File: src/rtl/eth_tx_fsm.sv
`default_nettype none
// eth_tx_fsm: drains {eop,sop,data} FIFO words into a framed valid/ready stream with IPG and
// packet/error counters. Optional destination filter (DROP state) under ETH_TX_DST_FILTER_EN.
module eth_tx_fsm #(
  parameter int unsigned IPG    = 2,
  parameter logic [31:0] A_ADDR = 32'habcd,
  parameter logic [31:0] B_ADDR = 32'hcdef
) (
  input  logic        clk,
  input  logic        rst,
  input  logic        in_empty,
  output logic        in_rd_en,
  input  logic [33:0] in_rd_data,
  output logic        out_valid,
  input  logic        out_ready,
  output logic [31:0] out_data,
  output logic        out_sop,
  output logic        out_eop,
  output logic [15:0] pkt_cnt,
  output logic [15:0] err_cnt,
  output logic [15:0] drop_cnt
);

  typedef enum logic [2:0] {
    S_IDLE = 3'd0,
    S_SRC  = 3'd1,
    S_DATA = 3'd2,
    S_GAP  = 3'd3
`ifdef ETH_TX_DST_FILTER_EN
    , S_DROP = 3'd4
`endif
  } state_t;

  state_t      state_q, state_d;
  logic [3:0]  gap_q, gap_d;
  logic [33:0] hb0_q, hb0_d, hb1_q, hb1_d;
  logic [1:0]  hb_cnt_q, hb_cnt_d;
  logic        rd_pend_q, rd_pend_d;
  logic        out_valid_q, out_valid_d;
  logic [31:0] out_data_q, out_data_d;
  logic        out_sop_q, out_sop_d;
  logic        out_eop_q, out_eop_d;
  logic [15:0] pkt_cnt_q, pkt_cnt_d;
  logic [15:0] err_cnt_q, err_cnt_d;

  logic        head_vld, head_sop, head_eop;
  logic        xfer, slot_free, pop, load, ld_sop, ld_eop, idle_eval;
  logic [1:0]  err_inc;

  assign head_vld  = (hb_cnt_q != 2'd0);
  assign head_sop  = hb0_q[32];
  assign head_eop  = hb0_q[33];
  assign xfer      = out_valid_q && out_ready;
  assign slot_free = !out_valid_q || out_ready;

`ifdef ETH_TX_DST_FILTER_EN
  logic [15:0] drop_cnt_q, drop_cnt_d;
  logic        dst_ok;
  assign dst_ok   = (hb0_q[31:0] == A_ADDR) || (hb0_q[31:0] == B_ADDR);
  assign drop_cnt = drop_cnt_q;
`else
  logic unused_addr;
  assign unused_addr = ^{A_ADDR, B_ADDR};
  assign drop_cnt    = 16'd0;
`endif

  // Occupancy counts the word being consumed this cycle so the buffer sustains 1 word/cycle.
  assign in_rd_en  = rst && !in_empty &&
                     (({1'b0, hb_cnt_q} + {2'b00, rd_pend_q} - {2'b00, pop}) < 3'd2);
  assign rd_pend_d = in_rd_en;

  always_comb begin
    state_d   = state_q;
    gap_d     = gap_q;
    pkt_cnt_d = pkt_cnt_q;
    pop       = 1'b0;
    load      = 1'b0;
    ld_sop    = 1'b0;
    ld_eop    = 1'b0;
    err_inc   = 2'd0;
    idle_eval = 1'b0;
`ifdef ETH_TX_DST_FILTER_EN
    drop_cnt_d = drop_cnt_q;
`endif
    case (state_q)
      S_IDLE: idle_eval = head_vld;
      S_SRC, S_DATA: begin
        if (head_vld) begin
          if (head_sop && head_eop) begin
            pop     = 1'b1;
            err_inc = 2'd1;
            state_d = S_IDLE;
          end else if (slot_free) begin
            pop     = 1'b1;
            load    = 1'b1;
            ld_sop  = head_sop;
            ld_eop  = head_eop && !head_sop;
            err_inc = {1'b0, head_sop};
            if (head_sop)      state_d = S_SRC;
            else if (head_eop) state_d = S_GAP;
            else               state_d = S_DATA;
          end
        end
      end
      S_GAP: begin
        if (out_valid_q) begin
          // The eop word is still on the output; the gap starts once it transfers.
          if (out_ready) begin
            pkt_cnt_d = pkt_cnt_q + 16'd1;
            if (IPG == 0) state_d = S_IDLE;
            else          gap_d   = 4'(IPG - 1);
          end
        end else if (gap_q == 4'd0) begin
          state_d = S_IDLE;
        end else begin
          gap_d = gap_q - 4'd1;
        end
      end
`ifdef ETH_TX_DST_FILTER_EN
      S_DROP: begin
        if (head_vld) begin
          if (head_sop) begin
            if (slot_free) begin
              err_inc   = 2'd1;
              idle_eval = 1'b1;
            end
          end else begin
            pop = 1'b1;
            if (head_eop) begin
              drop_cnt_d = drop_cnt_q + 16'd1;
              state_d    = S_IDLE;
            end
          end
        end
      end
`endif
      default: state_d = S_IDLE;
    endcase

    if (idle_eval) begin
      if (!head_sop || head_eop) begin
        pop     = 1'b1;
        err_inc = err_inc + 2'd1;
        state_d = S_IDLE;
      end
`ifdef ETH_TX_DST_FILTER_EN
      else if (!dst_ok) begin
        pop     = 1'b1;
        state_d = S_DROP;
      end
`endif
      else if (slot_free) begin
        pop     = 1'b1;
        load    = 1'b1;
        ld_sop  = 1'b1;
        state_d = S_SRC;
      end
    end

    err_cnt_d   = err_cnt_q + {14'd0, err_inc};
    out_valid_d = out_valid_q;
    out_data_d  = out_data_q;
    out_sop_d   = out_sop_q;
    out_eop_d   = out_eop_q;
    if (load) begin
      out_valid_d = 1'b1;
      out_data_d  = hb0_q[31:0];
      out_sop_d   = ld_sop;
      out_eop_d   = ld_eop;
    end else if (xfer) begin
      out_valid_d = 1'b0;
    end
  end

  always_comb begin
    hb0_d    = hb0_q;
    hb1_d    = hb1_q;
    hb_cnt_d = hb_cnt_q;
    case ({pop, rd_pend_q})
      2'b10: begin
        hb0_d    = hb1_q;
        hb_cnt_d = hb_cnt_q - 2'd1;
      end
      2'b01: begin
        if (hb_cnt_q == 2'd0) hb0_d = in_rd_data;
        else                  hb1_d = in_rd_data;
        hb_cnt_d = hb_cnt_q + 2'd1;
      end
      2'b11: begin
        if (hb_cnt_q == 2'd1) begin
          hb0_d = in_rd_data;
        end else begin
          hb0_d = hb1_q;
          hb1_d = in_rd_data;
        end
      end
      default: ;
    endcase
  end

  always_ff @(posedge clk or negedge rst) begin
    if (!rst) begin
      state_q     <= S_IDLE;
      gap_q       <= 4'd0;
      hb0_q       <= 34'd0;
      hb1_q       <= 34'd0;
      hb_cnt_q    <= 2'd0;
      rd_pend_q   <= 1'b0;
      out_valid_q <= 1'b0;
      out_data_q  <= 32'd0;
      out_sop_q   <= 1'b0;
      out_eop_q   <= 1'b0;
      pkt_cnt_q   <= 16'd0;
      err_cnt_q   <= 16'd0;
`ifdef ETH_TX_DST_FILTER_EN
      drop_cnt_q  <= 16'd0;
`endif
    end else begin
      state_q     <= state_d;
      gap_q       <= gap_d;
      hb0_q       <= hb0_d;
      hb1_q       <= hb1_d;
      hb_cnt_q    <= hb_cnt_d;
      rd_pend_q   <= rd_pend_d;
      out_valid_q <= out_valid_d;
      out_data_q  <= out_data_d;
      out_sop_q   <= out_sop_d;
      out_eop_q   <= out_eop_d;
      pkt_cnt_q   <= pkt_cnt_d;
      err_cnt_q   <= err_cnt_d;
`ifdef ETH_TX_DST_FILTER_EN
      drop_cnt_q  <= drop_cnt_d;
`endif
    end
  end

  assign out_valid = out_valid_q;
  assign out_data  = out_data_q;
  assign out_sop   = out_sop_q;
  assign out_eop   = out_eop_q;
  assign pkt_cnt   = pkt_cnt_q;
  assign err_cnt   = err_cnt_q;

endmodule
`default_nettype wire

File: config.mk
export PLATFORM = sky130hd
export DESIGN_NAME = eth_tx_fsm
export DESIGN_NICKNAME = d
export VERILOG_FILES = /design/src/rtl/eth_tx_fsm.sv
export SDC_FILE = /design/constraint.sdc
export NUM_CORES = 1
export LEC_CHECK = 0
export CAP_MARGIN = 10
export CORE_UTILIZATION = 55
export CTS_BUF_LIST = sky130_fd_sc_hd__clkbuf_4 sky130_fd_sc_hd__clkbuf_8
export CTS_CLUSTER_SIZE = 25
export DETAILED_ROUTE_END_ITERATION = 10
export PLACE_DENSITY = 0.84
export SLEW_MARGIN = 20
export SYNTH_ARGS = -nofsm -noshare
export SYNTH_HDL_FRONTEND = slang
export SYNTH_SLANG_ARGS = --single-unit
File: constraint.sdc
create_clock -name clk -period 4.9 [get_ports clk]
set_input_delay 0.98 -clock clk [delete_from_list [all_inputs] [get_ports clk]]
set_output_delay 0.98 -clock clk [all_outputs]
set_load 0.03 [all_outputs]
Fig. 1: run 1, sequential cells coloured by netlist name
The bar under the picture is 20 um long. Other sequential cells in the stronger grey, the rest of the logic in the fainter grey.
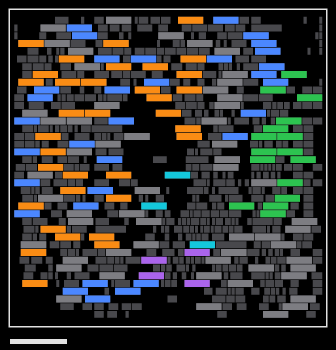
| colour | signal | placed flops |
|---|---|---|
| cyan | `state_q` | 3 |
| blue | `out_data` | 32 |
| purple | `gap_q` | 4 |
| orange | `hb1_q` | 34 |
| green | `err_cnt` | 16 |
not coloured: 56

Fig. 2: run 1, track usage over the die
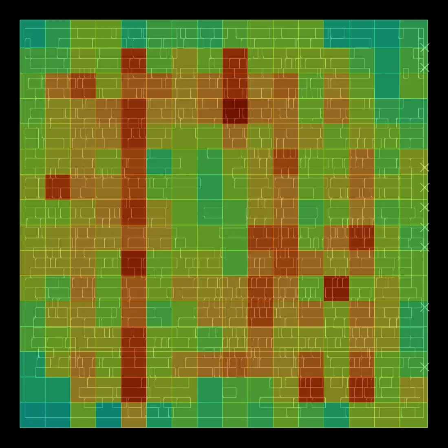
DR WL/cell: 16.0 um
total track usage: 22.3%
routing usage on met2: 35.6%
Final Core Density: 70.2%
M3 GR Usage: 7.55%

Fig. 3: run 1, metal 2
The bar under the picture is 20 um long.
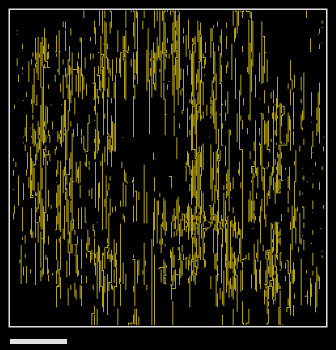
wire length on this layer: 6,150 um
main direction: vertical
nets with wire on the layer: 628
longest straight run: 42.8 um
via count: 4,465
Routed Wire Length: 12.8 mm

==> reports/results.txt, run 1 <==
Status -> finished with violations
Failing checks -> design-rule violations
Worst setup path endpoint -> in_rd_en
Post-Place Cell Area -> 7650 um2
# hold bufs at CTS -> 0
CORE AREA -> 11,500 um2
Pwr/cell area -> 670 nW/um2
Ant diodes -> 0
Combinational Power Share -> 43.5%
Post-CTS Setup Bufs -> 0
Hold_ws -> 0.469 ns
Slew margin rel. -> 24.8%
Pre-CTS WS -> 0.422 ns
Crit path DRT -> 3.92 ns
Clock sink count -> 145
Post-synth seq share -> 55.4%
Worst-path fanout max -> 4
Synth flops -> 145
Final Hold Fails -> 0
Max-slew violation count -> 0
Residual DRC -> 18
Syn-to-layout area delta -> 23.5%
Leakage -> 3.65 nW
Clk power -> 1.03 mW
Combinational power -> 2.36 mW
GR Overflow Total -> 0
Multi-In Gates -> 358
Hold WC Path Type -> reg2reg
Clk buf depth -> 2
Final HPWL from detailed placement -> 8.66 mm
Top cells, area -> dfrtp_1 55%, mux2_4 6.7%, mux2_2 6.5%
Worst r2r src -> hb_cnt_q[1]$_DFFE_PN0N_
Cells after Synth -> 545
Area-dominant class -> sequential cells
Via density -> 5.55
Most frequent cells after synthesis -> 145 x dfrtp_1, 47 x nor2_1, 43 x a21oi_1
Peak VDD IR -> 385 uV
First-iteration detailed-routing DRC count -> 264
Flop count -> 145
Tool Warnings -> 31
Top cell area share -> 55.4%
Biggest consumer -> combinational cells
Chip Area, Yosys -> 6540 um2
Clock Tree Root -> clkbuf_8
Dominant register cell -> dfrtp_1
Fmax -> 223 MHz
Crit Path Class -> in2out
Tap Cells -> 143
Row cnt -> 39
Clkbuf count -> 22
CTS buffer count -> 17
Fin crit period -> 4.49 ns
Placer Congestion -> 0.849
Ys async rst share -> 100%
Cts repair resizes -> 0
Skew final -> 0.00955 ns
P_seq -> 2.03 mW
IO buf count -> 105
Most used logic cell in the final layout -> dfrtp_1
Layout cells sized above 1 -> 17.1%
Chip area -> 12,300 um2
Comb/total area -> 33.3%
Critical Path Start Type -> input pin
Global-route wire length before repair -> 21.6 mm
Synth Warn # -> 0
Crit share post-route -> 91.6%
Final setup TNS -> 0 ns
Pre-Place Util -> 56.8%
Setup violators final -> 0
Most frequent cell after synthesis -> dfrtp_1
Worst setup EP type -> output port
Register area -> 3630 um2
Initial antenna violation count -> 0
Post-Layout Cell Count -> 804
Invs w/o clock -> 15
Fill cells -> 825
Final ANT Viol Nets -> 0
Top-level port count -> 122
CP Launch Point -> out_ready
Count of non-CTS buffers in the layout -> 111
Xor/xnor share -> 4.28%
Worst-margin pin slew -> 1.13 ns
Share of power burned in registers -> 37.5%
Die y size -> 111 um
Synthesized area per cell -> 12.0 um2
Setup slack, reg-to-reg -> 1.60 ns
Mux cell area share -> 13.3%
Clk slew on worst S/H paths -> 0.08 ns
P_sw -> 1.98 mW
Sw frac -> 36.6%
Max_cap viols -> 0
RSZ-0062 raised after global routing -> no
DRT Pass-1 Iters -> 7
CTS tree -> built
Post-route setup slack -> 0.414 ns
Seq area share -> 44.9%
Final Cell Area -> 8080 um2
Yosys adder share -> 2.91%
Non-clock buffering overhead -> 13.5%
Clock buf/inv share -> 5.40%
Synthesized cell area -> 6540 um2
H-Tree Depth -> 4
Placed Cells incl. Taps -> 772
Most common logic cells in the final layout -> 145 x dfrtp_1, 103 x clkdlybuf4s50_1, 47 x nor2_1
Simple-gate share of the synthesized area -> 9.92%
Pwr Total -> 5.42 mW
Worst EP arrival -> 3.51 ns
Clock share of power -> 19.0%
Dominant comb cell -> multiplexers
Footprint of the multi-input gates -> 2690 um2
Yosys cell count -> 545
AND-OR/OR-AND Cells, Area Fraction -> 9.25%
-- run 1: how the worst min path moves through the flow --
stage	start	end	slack (ns)
2_1_floorplan	gap_q[1]$_DFFE_PN0P_	gap_q[1]$_DFFE_PN0P_	0.46
3_3_place_gp	pkt_cnt[15]$_DFFE_PN0P_	pkt_cnt[15]$_DFFE_PN0P_	0.46
3_5_place_dp	err_cnt[15]$_DFF_PN0_	err_cnt[15]$_DFF_PN0_	0.47
4_1_cts	err_cnt[15]$_DFF_PN0_	err_cnt[15]$_DFF_PN0_	0.48
5_1_grt	err_cnt[15]$_DFF_PN0_	err_cnt[15]$_DFF_PN0_	0.49
6_report	err_cnt[15]$_DFF_PN0_	err_cnt[15]$_DFF_PN0_	0.47
-- run 1: layer usage --
metal / part of all wire [%] / vias to the layer above / GRT usage, %
met5: 0 / - / 0
met4: 1.9 / 0 / 9.46
met3: 7.2 / 21 / 7.55
met2: 48 / 167 / 35.6
met1: 43 / 2195 / 27.8
li1: - / 2082 / -
-- run 1: registers in the layout (all words and copies together), names as in the netlist, 2 cells and up --
| signal | flops |
|---|---|
| hb0_q | 34 |
| hb1_q | 34 |
| out_data | 32 |
| err_cnt | 16 |
| pkt_cnt | 16 |
| gap_q | 4 |
| state_q | 3 |
| hb_cnt_q | 2 |
-- run 1: worst max-delay path, stage by stage --
cell	delay, ns
clkdlybuf4s50_1	0.46
nand2b_1	0.19
nor2_1	0.12
nor2_1	0.06
o21a_1	0.18
ha_1	0.32
nand2b_1	0.17
fa_1	0.38
xor2_1	0.15
nor3_1	0.26
buf_4	0.22
Fig. 4: run 1, logic cells by family
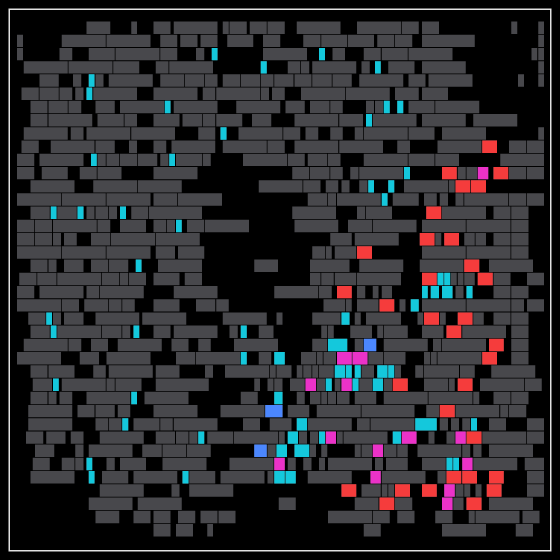

==> run 2, diff against run 1 <==
--- a/config.mk
+++ b/config.mk
@@ -6,11 +6,11 @@
 export NUM_CORES = 1
 export LEC_CHECK = 0
 export CAP_MARGIN = 10
-export CORE_UTILIZATION = 55
+export CORE_UTILIZATION = 49
 export CTS_BUF_LIST = sky130_fd_sc_hd__clkbuf_4 sky130_fd_sc_hd__clkbuf_8
 export CTS_CLUSTER_SIZE = 25
 export DETAILED_ROUTE_END_ITERATION = 10
-export PLACE_DENSITY = 0.84
+export PLACE_DENSITY = 0.79
 export SLEW_MARGIN = 20
 export SYNTH_ARGS = -nofsm -noshare
 export SYNTH_HDL_FRONTEND = slang
==> constraint.sdc (replaced) <==
create_clock -name clk -period 3.7 [get_ports clk]
set_input_delay 0.74 -clock clk [delete_from_list [all_inputs] [get_ports clk]]
set_output_delay 0.74 -clock clk [all_outputs]
set_load 0.03 [all_outputs]
Fig. 5: run 2, logic cells by family
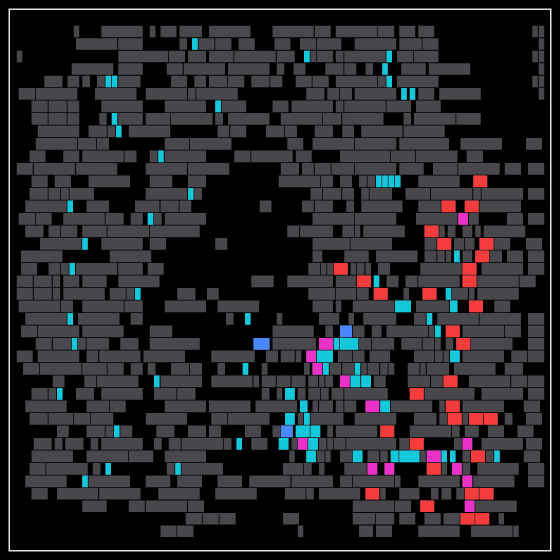
| colour | family | cells |
|---|---|---|
| blue | AND-OR and OR-AND gates | 3 |
| magenta | AND and OR gates | 14 |
| cyan | NOR gates | 65 |
| red | XOR/XNOR gates | 32 |

Fig. 6: run 2, track usage over the die
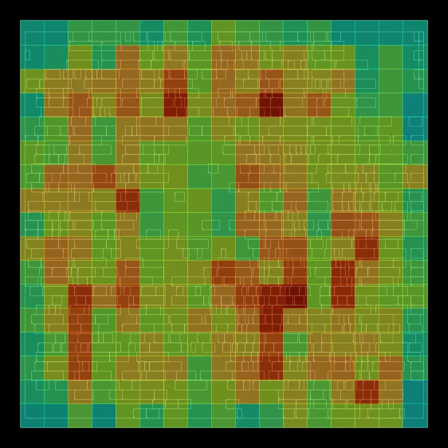
Final Core Density: 65.7%
routing usage on met2: 33.1%
M3 GR Usage: 5.28%
total track usage: 20.6%

==> reports/results.txt, run 2 <==
Status -> finished clean
CTS buffer count -> 17 (unchanged)
Ys async rst share -> 100% (unchanged)
DRT Pass-1 Iters -> 5 (-2)
R2R cell count -> 14
Placed Cells incl. Taps -> 812 (+5.2%)
Row cnt -> 41 (+5.1%)
Synth flops -> 145 (unchanged)
Crit share post-route -> 97.8%
Chip area -> 13,800 um2 (+12%)
Yosys cell count -> 545 (unchanged)
CP Cell Sequence -> dlygate4sd2_1, nand2b_4, nor2_2, nor2_1, o21a_1, ha_4, nand2b_1, fa_1, nand2_1, nor3_2, buf_4
Cell type with the largest total area -> dfrtp_1
Worst r2r src -> out_valid$_DFFE_PN0P_
Max-slew violation count -> 0 (unchanged)
Clk slew on worst S/H paths -> 0.08 ns (about the same)
Clk buf depth -> 2 (unchanged)
Count of different cell masters after synthesis -> 49
CORE AREA -> 12,800 um2 (+11%)
Hold Crit Start -> err_cnt[15]$_DFF_PN0_
CP Launch Point -> out_ready
Cells after Synth -> 545 (unchanged)
Syn-to-layout area delta -> 28.7%
Final HPWL from detailed placement -> 8.98 mm (+3.8%)
Top cell area share -> 55.4% (unchanged)
Die y size -> 118 um (+5.8%)
Hold WC Path Type -> reg2reg
Worst setup path endpoint -> in_rd_en
Pre-Place Util -> 51.0% (-5.8 points)
Critical Path Start Type -> input pin
Layout cells sized above 1 -> 20.9% (+3.8 points)
Chip Area, Yosys -> 6540 um2 (unchanged)
Final ANT Viol Nets -> 0 (unchanged)
Leakage -> 3.81 nW (+4.4%)
Top cells, area -> dfrtp_1 55%, mux2_4 6.7%, mux2_2 6.5%
Placer Congestion -> 0.869 (+2.4%)
# hold bufs at CTS -> 0 (unchanged)
CTS tree -> built
Synthesized cell area -> 6540 um2 (unchanged)
Tool Warnings -> 31 (unchanged)
Max_cap viols -> 0 (unchanged)
Worst path buffer plus inverter count -> 2 (unchanged)
Hold EP -> err_cnt[15]$_DFF_PN0_
Skew final -> 0.00986 ns (+0.000308 ns)
Routed Wire Length -> 13.5 mm (+5.3%)
Worst-margin pin slew -> 0.924 ns (-0.204 ns)
Reg2reg end -> err_cnt[10]$_DFF_PN0_
Pwr/cell area -> 899 nW/um2 (+34%)
Most frequent cell after synthesis -> dfrtp_1
EDFF count, synth -> 0
Critical path's largest stage delay -> 0.48 ns (+0.02 ns)
Clock Tree Root -> clkbuf_8
IO buf count -> 105 (unchanged)
Final setup TNS -> 0 ns (unchanged)
Setup slack, reg-to-reg -> 0.51 ns (-1.09 ns)
Stages on the worst setup path -> 11 (unchanged)
Clock Latency Late Sink -> 0.44 ns
Setup violators final -> 0 (unchanged)
Most frequent cells after synthesis -> 145 x dfrtp_1, 47 x nor2_1, 43 x a21oi_1
Most used logic cell in the final layout -> dfrtp_1
Synthesized area per cell -> 12.0 um2 (unchanged)
Pwr Total -> 7.57 mW (+40%)
Hold depth -> 1
Most common logic cells in the final layout -> 142 x dfrtp_1, 102 x clkdlybuf4s50_1, 46 x nor2_1
Register area -> 3630 um2 (+0.10%)
DR WL/cell -> 15.8 um (-0.71%)
Fill cells -> 936 (+13%)
Fmax -> 276 MHz
Dominant register cell -> dfrtp_1
Clock sink count -> 145 (unchanged)
Initial antenna violation count -> 0 (unchanged)
Horiz. Die Dim -> 118 um
Synth Warn # -> 0 (unchanged)
Slew margin rel. -> 38.4% (+14 points)
Top-level port count -> 122 (unchanged)
CP delay by family, top -> simple AND/OR/NAND/NOR gates
Worst setup EP type -> output port
Vias in the first global route -> 4,615
Peak VDD IR -> 466 uV (+21%)
H-Tree Depth -> 4 (unchanged)
Via density -> 5.40 (-2.9%)
Post-synth seq share -> 55.4% (unchanged)
Via count -> 4,602 (+3.1%)
Worst EP arrival -> 2.88 ns (-0.63 ns)
First-iteration detailed-routing DRC count -> 310 (+17%)
Worst-path fanout max -> 2 (-2)
GR Overflow Total -> 0 (unchanged)
Footprint of the multi-input gates -> 2720 um2 (+1.3%)
Net count reported at finish -> 721
Final Hold Fails -> 0 (unchanged)
Crit Path Class -> in2out
Post-Layout Cell Count -> 853 (+6.1%)
Crit path DRT -> 2.96 ns (-0.96 ns)
Residual DRC -> 0 (-18)
Global-route wire length before repair -> 22.6 mm (+4.6%)
CP max-delay cell -> fa_1
Fin crit period -> 3.62 ns
Ant diodes -> 0 (unchanged)
Largest net degree at the start of global routing -> 77
run 2: through the flow:
step / hold slack (ns) / instance area [um2] / utilization, % / setup WS (ns)
global route: 0.507 / 8420 / 65.7 / -0.0573
CTS: 0.489 / 8310 / 64.8 / 0.0105
finish: 0.478 / 8420 / 65.7 / 0.0800
global placement: 0.464 / 7780 / 60.7 / -0.153
detailed placement: 0.477 / 7780 / 60.7 / -0.188
floorplan: 0.444 / 6610 / - / 0.0739
run 2: power by group:
part | switching (mW) | internal, mW
Sequential | 0.426 | 2.26
Combinational | 1.69 | 1.65
Clock | 0.569 | 0.975
Total | 2.69 | 4.89
run 2: cell families after synthesis:
| group | count (synthesis) | share of synthesized area (%) |
|---|---|---|
| flops | 145 | 55.4 |
| fa+ha+maj | 14 | 2.91 |
| mux | 68 | 13.3 |
| buf+inv | 58 | 4.78 |
| simple gates | 132 | 9.92 |
| xor+xnor | 32 | 4.28 |
| other cells | 1 | 0.0573 |
| compound gates | 95 | 9.25 |
run 2: repair_timing:
item                                    CTS  global route
pin swaps                                 1             2
buffers inserted                          2             7
cloned                                    0             0
hold endpoints to repair                  0             0
gates resized                             5             4
endpoints found under the setup margin    1             1
run 2: layout make-up:
| class | instances | share of cell area, % |
|---|---|---|
| multi-input combinational | 358 | 32.3 |
| tap | 172 | 2.55 |
| clock inverter | 11 | 2.76 |
| timing repair buffer | 132 | 15.4 |
| clock buffer | 20 | 3.19 |
| inverter | 15 | 0.668 |
| sequential | 145 | 43.1 |
run 2: layer usage:
metal	track usage (%)	vias up	share of wire, %
li1	-	2135	-
met1	26.3	2284	43
met2	33.1	163	50
met3	5.28	20	5.6
met4	9.21	0	1.6
met5	0	-	0
Power is estimated from default activity; no workload was simulated.
